==> config.mk <==
export PLATFORM = sky130hd
export DESIGN_NAME = int_clk_div
export DESIGN_NICKNAME = d
export VERILOG_FILES = /design/src/rtl/int_clk_div.sv
export SDC_FILE = /design/constraint.sdc
export NUM_CORES = 1
export LEC_CHECK = 0
export CORE_MARGIN = 1
export CORE_UTILIZATION = 25
export DETAILED_ROUTE_END_ITERATION = 10
export PLACE_DENSITY_LB_ADDON = 0.3
export SLEW_MARGIN = 20
export SYNTH_ARGS = -nofsm -noshare
export SYNTH_HDL_FRONTEND = slang
export SYNTH_SLANG_ARGS = --single-unit
==> constraint.sdc <==
create_clock -name clk -period 4.9 [get_ports clk]
set_clock_uncertainty 0.2 [all_clocks]
set_input_delay 0.98 -clock clk [delete_from_list [all_inputs] [get_ports clk]]
set_output_delay 0.98 -clock clk [all_outputs]
set_load 0.005 [all_outputs]
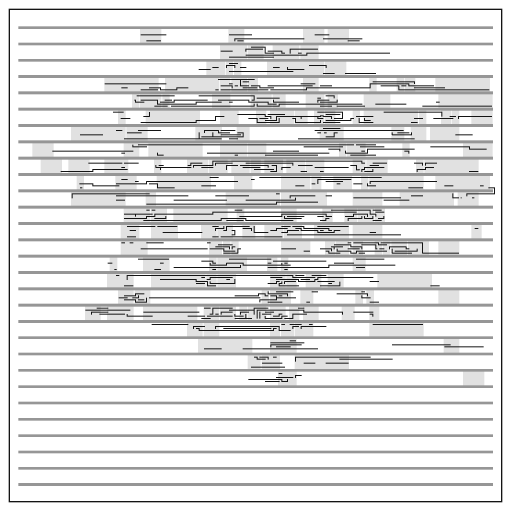
m1.png
Drawn at 6 px/um. Supply wires on this layer in gray.
- nets with wire on the layer: 181
- main direction: horizontal
- share of all routed wire: 48%
- wire length on this layer: 1820 um
- longest straight run: 35.9 um
GR Layer Usage met1: 16.3%
vias: 1284
Routed WL: 3820 um

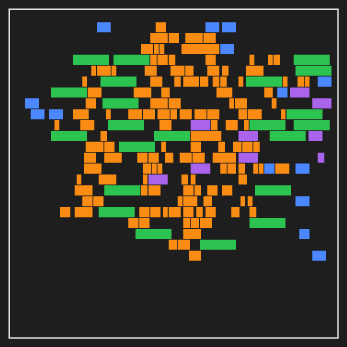
class_map.png
Drawn at 4 px/um.
- remaining buffers and delay cells: blue (cells 14; share of their area 7.5%)
- clock drivers and dummy loads: purple (cells 9; share of their area 6.3%)
- remaining logic cells: orange (cells 133; share of their area 55%)
- registers: green (cells 22; share of their area 31%)
Core ar.: 0.00603 sq mm
Seq area share: 29.4%
final core occ: 31.1%
cell row count: 28

==> flow_metrics.env <==
# flow metrics
export IMPL_worst_pin_slew_ns=0.529
export IMPL_finalNonFillerCells=253
export IMPL_cts_tree="yes"
export IMPL_maxSlewViolCount=0
export IMPL_worstPathCellList="a221o_1 > clkbuf_2"
export IMPL_powerDensity_mw_per_mm2=228
export IMPL_slowest_delay_ns=0.33
export IMPL_synthCells=164
export IMPL_hp_class="reg -> reg"
export IMPL_grt_pass1_wl_um=6190
export IMPL_track_usage_pct=12.6
export IMPL_seq_power_share_pct=44.9
export IMPL_p_sw_w=0.0000976
export IMPL_ys_chip_area_sq_mm=0.00159
export IMPL_synthToLayoutAreaGrowth_pct=17.5
export IMPL_path_buffers=1
export IMPL_min_path_cells=2
export IMPL_critPathCaptureType="output port"
export IMPL_tns_ns=0
export IMPL_grt_max_degree=19
export IMPL_rsz0062_at_grt="false"
export IMPL_synth_area_sq_mm=0.00159
export IMPL_leakage_nw=0.744
export IMPL_startpoint_type="flip-flop"
export IMPL_p_clk_share_pct=45.2
export IMPL_hold_buffers=0
export IMPL_cpMaxStageDelayCell="dfrtn_1"
export IMPL_clk_pin_slew_ns=0.08
export IMPL_fp_util_pct=26.4
export IMPL_nNetsFinal=198
export IMPL_insertedDiodeCount=0
export IMPL_r2r_slack_ns=0.79
export IMPL_p_int_w=0.000328
export IMPL_status="finished, final reports clean"
export IMPL_edf_count=0
export IMPL_finalSetupViolations=0
export IMPL_cts_setup_buffers=0
export IMPL_yosysUniqueCellTypes=54
export IMPL_worstPathRequired_ns=3.72
export IMPL_ff_type="dfrtp_1"
export IMPL_via_per_inst=5.08
export IMPL_drc=0
-- power groups by stage --
stage / clock network, W / logic, W / registers, W
4_1_cts: 0.000200 / 0.0000431 / 0.000191
5_1_grt: 0.000206 / 0.0000471 / 0.000192
6_report: 0.000193 / 0.0000422 / 0.000191
-- metrics by stage --
stage / power, W / area (sq um)
6_report: 0.000426 / 1870
5_1_grt: 0.000445 / 1870
4_1_cts: 0.000434 / 1880
3_5_place_dp: 0.000237 / 1780
3_3_place_gp: 0.000237 / 1780
2_1_floorplan: 0.000216 / 1590
-- cells in the mapped netlist (2+ instances only) --
cell type	number	area [sq um]
dfrtp_1	20	500
buf_6	2	22.5
o21ai_0	6	30.0
o21bai_1	2	15.0
buf_2	3	15.0
nor4_1	2	12.5
a21oi_1	4	20.0
inv_1	11	41.3
ha_1	8	100
mux2i_1	6	60.1
xor2_1	7	61.3
xnor2_1	7	61.3
nand3b_1	2	15.0
nor4_2	2	25.0
nand2_2	2	12.5
or3_1	2	12.5
dfrtn_1	2	50.1
or4_1	4	30.0
nor3_1	3	15.0
and2_2	2	15.0
o21a_1	3	22.5
a31o_2	2	17.5
clkbuf_1	3	11.3
a21o_1	3	22.5
nand2_1	14	52.6
and3_1	2	12.5
nor2_1	3	11.3
a31oi_1	4	25.0
nand3_1	8	40.0
-- worst min-delay path: stages, from the launching register on --
cell     delay [ns]
dfrtp_1        0.38
mux2i_1        0.11
inv_1          0.07
-- timing repair --
| item | CTS | global route |
|---|---|---|
| hold endpoints to repair | 0 | 0 |
| resized | 2 | 1 |
| endpoints found under the setup margin | 1 | 1 |
-- kinds of logic (layout without fill, tap and decap cells) --
kind of cell | count (synthesis) | after routing | synth area share [%]
xor+xnor | 14 | 14 | 7.70
flops | 22 | 22 | 34.6
mux | 7 | 7 | 4.48
buf+inv | 19 | 33 | 5.66
fa+ha+maj | 8 | 8 | 6.28
compound gates | 39 | 39 | 19.6
simple gates | 55 | 55 | 21.8
-- area by class of cell --
cell class / count / area (sq um)
sequential: 22 / 551
timing repair buffer: 14 / 133
fill: 640 / 4150
inverter: 11 / 41.3
tap: 75 / 93.8
multi-input combinational: 123 / 952
clock buffer: 8 / 101
-- layer usage --
layer	global-route usage, %	wire length, um
met1	16.3	1820
met2	20.2	1770
met3	2.78	194
met4	4.56	40
met5	0	0
Power and IR drop assume default switching activity.
